Run 1, PDN straps and rails:
Bar = 20 um. Pins as bars on the die edge. Tap cells in grey.
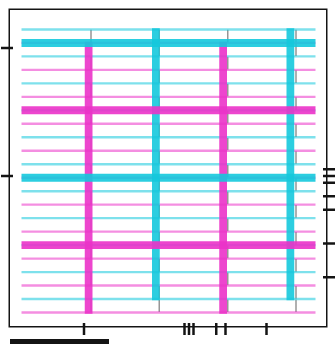
Run 1, cell classes on the final placement:
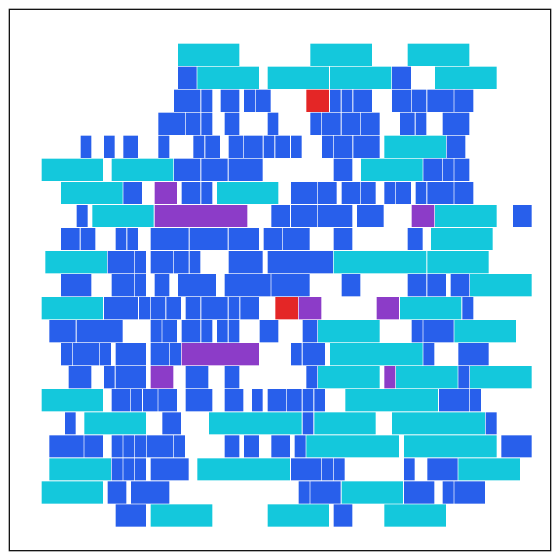
Run 1, clock wires, drivers and flops:
Bar = 20 um.
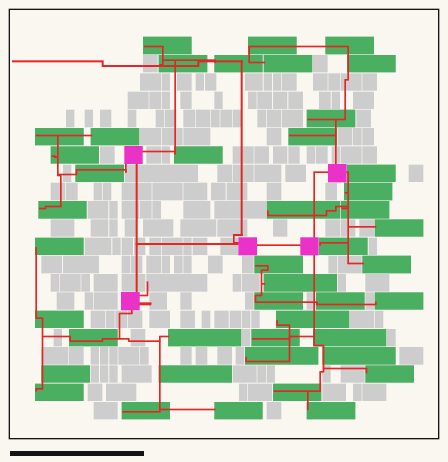
### src/rtl/uart_rx_param.sv
// uart_rx_param -- parametrised asynchronous serial receiver.
//
// Receives one start bit, DATA_BITS data bits (LSB first), an optional parity
// bit and STOP_BITS stop bits. The rx pin passes through a two-flop
// synchroniser before use. Completed words go into a single-entry
// ready/valid output buffer. If that buffer is still full when a frame
// completes, the new word is dropped and overrun pulses for one cycle.
//
// Optional feature macro: UART_RX_PARITY_EN
//   When defined, one parity bit follows the data bits and the rx_perr port
//   is present. PARITY_ODD selects the parity sense: 0 = even, 1 = odd.
//
// Parameters
//   CLOCK_BIT  : clock cycles per bit (>= 4, fits in 16 bits)
//   DATA_BITS  : data bits per frame, 5..9
//   STOP_BITS  : stop bits per frame, 1 or 2
//   PARITY_ODD : parity sense, used only with UART_RX_PARITY_EN
//
// Ports
//   clock    : system clock
//   reset    : synchronous active-high reset
//   rx       : asynchronous serial input, idle high
//   rx_data  : received word, stable while rx_valid = 1
//   rx_valid : rx_data holds an unconsumed word
//   rx_ready : consumer accepts the word when high with rx_valid
//   rx_ferr  : framing error (a stop bit sampled 0) for the word in rx_data
//   rx_perr  : parity error for the word in rx_data (macro builds only)
//   overrun  : one-cycle pulse, a completed frame was dropped
//   busy     : receiver is in any state other than IDLE
module uart_rx_param #(
  parameter int CLOCK_BIT  = 434,
  parameter int DATA_BITS  = 8,
  parameter int STOP_BITS  = 1,
  parameter int PARITY_ODD = 0
) (
  input  logic                 clock,
  input  logic                 reset,
  input  logic                 rx,
  output logic [DATA_BITS-1:0] rx_data,
  output logic                 rx_valid,
  input  logic                 rx_ready,
  output logic                 rx_ferr,
`ifdef UART_RX_PARITY_EN
  output logic                 rx_perr,
`endif
  output logic                 overrun,
  output logic                 busy
);

  localparam int IDX_W = $clog2(DATA_BITS);

  localparam logic [15:0]      HALF_M1   = 16'(CLOCK_BIT / 2 - 1);
  localparam logic [15:0]      BIT_M1    = 16'(CLOCK_BIT - 1);
  localparam logic [IDX_W-1:0] LAST_IDX  = IDX_W'(DATA_BITS - 1);
  localparam logic             LAST_STOP = 1'(STOP_BITS - 1);

  localparam logic [2:0] S_IDLE      = 3'd0;
  localparam logic [2:0] S_START     = 3'd1;
  localparam logic [2:0] S_DATA      = 3'd2;
`ifdef UART_RX_PARITY_EN
  localparam logic [2:0] S_PARITY    = 3'd3;
`endif
  localparam logic [2:0] S_STOP      = 3'd4;
  localparam logic [2:0] S_WAIT_HIGH = 3'd5;

  // Elaboration-time parameter legality checks.
  if (CLOCK_BIT < 4 || CLOCK_BIT > 65535) begin : g_bad_clock_bit
    $error("uart_rx_param: CLOCK_BIT out of range");
  end
  if (DATA_BITS < 5 || DATA_BITS > 9) begin : g_bad_data_bits
    $error("uart_rx_param: DATA_BITS out of range");
  end
  if (STOP_BITS < 1 || STOP_BITS > 2) begin : g_bad_stop_bits
    $error("uart_rx_param: STOP_BITS must be 1 or 2");
  end
  if (PARITY_ODD < 0 || PARITY_ODD > 1) begin : g_bad_parity
    $error("uart_rx_param: PARITY_ODD must be 0 or 1");
  end

  logic                 r_sync1;
  logic                 r_sync2;
  logic [2:0]           r_state;
  logic [15:0]          r_cnt;
  logic [IDX_W-1:0]     r_idx;
  logic                 r_stop_idx;
  logic [DATA_BITS-1:0] r_shift;

  logic w_rxs;
  logic w_bit_tick;
  logic w_done;
  logic w_ferr;

  // Synchroniser: rx is asynchronous, so two flops before any use.
  always_ff @(posedge clock) begin
    if (reset) begin
      r_sync1 <= 1'b1;
      r_sync2 <= 1'b1;
    end else begin
      r_sync1 <= rx;
      r_sync2 <= r_sync1;
    end
  end

  assign w_rxs      = r_sync2;
  assign w_bit_tick = (r_cnt == BIT_M1);

  // A frame completes on the first stop sample that reads 0. Otherwise it
  // completes on the last stop sample. Remaining stop bits after an error
  // are not sampled.
  assign w_done = (r_state == S_STOP) && w_bit_tick &&
                  (!w_rxs || (r_stop_idx == LAST_STOP));
  assign w_ferr = !w_rxs;

  assign busy = (r_state != S_IDLE);

  // Frame sequencing FSM.
  always_ff @(posedge clock) begin
    if (reset) begin
      r_state    <= S_IDLE;
      r_cnt      <= 16'd0;
      r_idx      <= '0;
      r_stop_idx <= 1'b0;
    end else begin
      case (r_state)
        S_IDLE: begin
          r_cnt      <= 16'd0;
          r_idx      <= '0;
          r_stop_idx <= 1'b0;
          if (!w_rxs) r_state <= S_START;
        end
        S_START: begin
          // Mid-start sample. A high line here is a glitch and is ignored.
          if (r_cnt == HALF_M1) begin
            r_cnt   <= 16'd0;
            r_state <= w_rxs ? S_IDLE : S_DATA;
          end else begin
            r_cnt <= r_cnt + 16'd1;
          end
        end
        S_DATA: begin
          if (w_bit_tick) begin
            r_cnt <= 16'd0;
            if (r_idx == LAST_IDX) begin
`ifdef UART_RX_PARITY_EN
              r_state <= S_PARITY;
`else
              r_state <= S_STOP;
`endif
            end else begin
              r_idx <= r_idx + 1'b1;
            end
          end else begin
            r_cnt <= r_cnt + 16'd1;
          end
        end
`ifdef UART_RX_PARITY_EN
        S_PARITY: begin
          if (w_bit_tick) begin
            r_cnt   <= 16'd0;
            r_state <= S_STOP;
          end else begin
            r_cnt <= r_cnt + 16'd1;
          end
        end
`endif
        S_STOP: begin
          if (w_bit_tick) begin
            r_cnt <= 16'd0;
            if (!w_rxs) begin
              r_state <= S_WAIT_HIGH;
            end else if (r_stop_idx == LAST_STOP) begin
              r_state <= S_IDLE;
            end else begin
              r_stop_idx <= 1'b1;
            end
          end else begin
            r_cnt <= r_cnt + 16'd1;
          end
        end
        S_WAIT_HIGH: begin
          // Hold off until the line is released, so a break cannot
          // re-trigger START.
          if (w_rxs) r_state <= S_IDLE;
        end
        default: r_state <= S_IDLE;
      endcase
    end
  end

  // Data capture. Every bit position is rewritten each frame, so no reset
  // is needed here.
  always_ff @(posedge clock) begin
    if (r_state == S_DATA && w_bit_tick) r_shift[r_idx] <= w_rxs;
  end

`ifdef UART_RX_PARITY_EN
  logic r_par;
  logic w_perr;

  always_ff @(posedge clock) begin
    if (r_state == S_PARITY && w_bit_tick) r_par <= w_rxs;
  end

  assign w_perr = ((^r_shift) ^ r_par) != 1'(PARITY_ODD);
`endif

  // Output buffer. A completed frame loads the buffer if it is empty or
  // being drained in the same cycle. Otherwise the frame is dropped and
  // flagged with overrun.
  always_ff @(posedge clock) begin
    if (reset) begin
      rx_data  <= '0;
      rx_valid <= 1'b0;
      rx_ferr  <= 1'b0;
`ifdef UART_RX_PARITY_EN
      rx_perr  <= 1'b0;
`endif
      overrun  <= 1'b0;
    end else begin
      overrun <= 1'b0;
      if (w_done) begin
        if (!rx_valid || rx_ready) begin
          rx_data  <= r_shift;
          rx_ferr  <= w_ferr;
`ifdef UART_RX_PARITY_EN
          rx_perr  <= w_perr;
`endif
          rx_valid <= 1'b1;
        end else begin
          overrun <= 1'b1;
        end
      end else if (rx_valid && rx_ready) begin
        rx_valid <= 1'b0;
      end
    end
  end

endmodule

### config.mk
export PLATFORM = sky130hd
export DESIGN_NAME = uart_rx_param
export DESIGN_NICKNAME = d
export VERILOG_FILES = /design/src/rtl/uart_rx_param.sv
export SDC_FILE = /design/constraint.sdc
export NUM_CORES = 1
export LEC_CHECK = 0
export CORE_MARGIN = 2
export CORE_UTILIZATION = 60
export DETAILED_ROUTE_END_ITERATION = 6
export DONT_BUFFER_PORTS = 1
export PLACE_DENSITY_LB_ADDON = 0.15
export SETUP_SLACK_MARGIN = 0.3
export SYNTH_ARGS = -nofsm -noshare
export SYNTH_HDL_FRONTEND = slang
export SYNTH_SLANG_ARGS = --single-unit
### constraint.sdc
create_clock -name clock -period 2.9 [get_ports clock]
set_input_delay 0.435 -clock clock [delete_from_list [all_inputs] [get_ports clock]]
set_output_delay 0.435 -clock clock [all_outputs]
set_load 0.02 [all_outputs]
==> flow_summary.yaml, run 1 <==
# physical design summary
logic_synthesis:
  syn-num-nets: 244
  most_common_cell: "dfxtp_1"
  yosysUniqueCellTypes: 47
  simple_gate_area_share_pct: 28.4
  postSynthAreaPerCell_sq_um: 9.12
  yosysTopAreaCellShare_pct: 33.6
  synthTopCellsByArea: "dfxtp_1 34%, edfxtp_1 11%, mux2i_1 5.6%"
  async_reset_ff_share_pct: 0
  syn_inst: 235
  xor_share_pct: 1.23
cts:
  clk_path_buf_depth: 2
  cts_resized: 0
  ctsHtreeMaxLevel: 2
  numCtsBuffers: 5
pwr:
  swShare_pct: 26.2
  net-switching-power_w: 0.000336
  combPwrFrac_pct: 15.1
  power_density_nw_per_um2: 565
  peakVddDrop_mv: 0.341
  power-top-group: "registers"
routing:
  drt_wl_total_um: 4180
  wl_met3_um: 192
  wl_met2_um: 2010
placement:
  placedCellCount: 272
die:
  initCoreUtil_pct: 63.2
critical_path:
  path_max_fanout: 7
  crit_buf_inv: 1
  crit_path_start_kind: "flop"
  critical_path.endpoint_type: "flop"
  path_depth: 7
  worstSetupPathType: "reg -> reg"
global_route:
  grt_use_met2_pct: 37.1
  grt_use_total_pct: 22.7
  grt_util_met3_pct: 5.28
  gr-max-usage-layer: "met2"
  grt_pass1_vias: 1614
status:
  status: "finished, final reports clean"
final_layout:
  nClkBuffers: 7
  layout_top_cells: "36 x dfxtp_1, 29 x nand2_1, 28 x nor2_1, 13 x a31oi_1, 12 x mux2i_1"
  fin_nets: 242
  utilization_pct: 66.9
  fillers: 267
  syn_to_final_growth_pct: 5.78
  largestClassByArea: "multi-input combinational cells"
worst_hold_path:
  hp-class: "in -> reg"
timing:
  fin_ws_ps: 556
Notes on 'PDN straps and rails' above:
- magenta: VSS
- cyan: VDD
- met1 rails: 22
- signal pins: 16
- rows: 21
- met4 straps: 4

Notes on 'cell classes on the final placement' above:
- purple: clock drivers and dummy loads (cells 8; share of their area 4.4%)
- blue: combinational and other logic (cells 180; share of their area 51%)
- red: remaining buffers and delay cells (cells 2; share of their area 0.68%)
- cyan: sequential cells (cells 44; share of their area 43%)

Notes on 'clock wires, drivers and flops' above:
- red: clock wires (length 472 um)
- magenta: clock drivers (count 5)
- green: flip-flops (count 44)
- routed clock nets: 6
- flops lie: all over the die
Late-Pin Clk Latency: 350 ps
Worst Skew: 9.62 ps
clock power share: 33.0%

Run 1, metal layers overlaid:
Bar = 20 um. Only two layers are drawn.
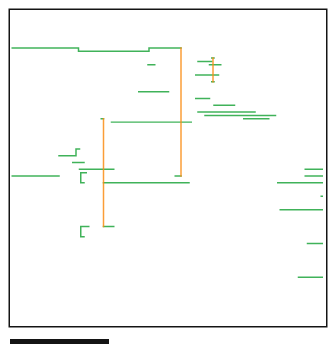

## Run 2: what changed since run 1
==> constraint.sdc (replaced) <==
create_clock -name clock -period 2.4 [get_ports clock]
set_input_delay 0.36 -clock clock [delete_from_list [all_inputs] [get_ports clock]]
set_output_delay 0.36 -clock clock [all_outputs]
set_load 0.02 [all_outputs]
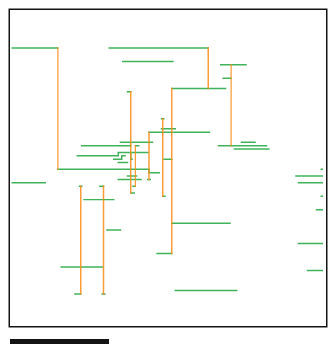
Run 2: metal layers overlaid
Bar = 20 um. Only two layers are drawn.
- orange: metal 4 (wire length 180 um)
- green: metal 3 (wire length 234 um)
GRT Util Overall: 26.2%
vias: 1834
WL/cell: 16.8 um
final WL: 4850 um

==> flow_summary.yaml, run 2 <==
# physical design summary
timing:
  fin_ws_ps: 285
die:
  initCoreUtil_pct: 63.2
pwr:
  combPwrFrac_pct: 23.2
  net-switching-power_w: 0.000478
  swShare_pct: 31.2
  pwr-share-clk_pct: 23.5
  peakVddDrop_mv: 0.415
  power_density_nw_per_um2: 631
critical_path:
  critical_path.endpoint_type: "flop"
  crit_buf_inv: 0
final_layout:
  fin_nets: 251
  fillers: 251
  utilization_pct: 71.6
  layout_top_cells: "29 x nand2_1, 29 x dfxtp_1, 28 x nor2_1, 13 x a31oi_1, 10 x mux2i_1"
  largestClassByArea: "multi-input combinational cells"
  nClkBuffers: 5
logic_synthesis:
  postSynthAreaPerCell_sq_um: 9.12
  simple_gate_area_share_pct: 28.4
  most_common_cell: "dfxtp_1"
  async_reset_ff_share_pct: 0
  xor_share_pct: 1.23
  synthTopCellsByArea: "dfxtp_1 34%, edfxtp_1 11%, mux2i_1 5.6%"
  syn-num-nets: 244
  syn_inst: 235
  yosysTopAreaCellShare_pct: 33.6
cts:
  numCtsBuffers: 5
  clock_latency_ps: 370
  cts_resized: 14
global_route:
  grt_util_met3_pct: 7.75
  grt_pass1_vias: 1804
routing:
  wl_met3_um: 233
placement:
  placedCellCount: 276
status:
  status: "finished, final reports clean"
worst_hold_path:
  hp-class: "in -> reg"
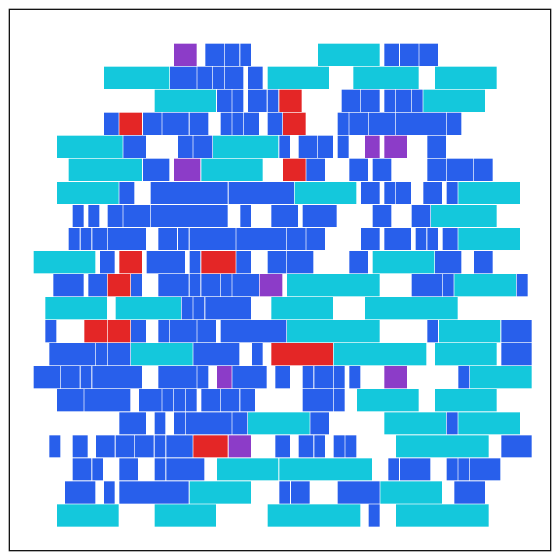
Run 2: cell classes on the final placement
- purple: clock drivers and dummy loads (cells 8; share of their area 2.4%)
- blue: combinational and other logic (cells 180; share of their area 52%)
- cyan: sequential cells (cells 44; share of their area 41%)
- red: remaining buffers and delay cells (cells 11; share of their area 4.3%)

Power is estimated from default activity; no workload was simulated.
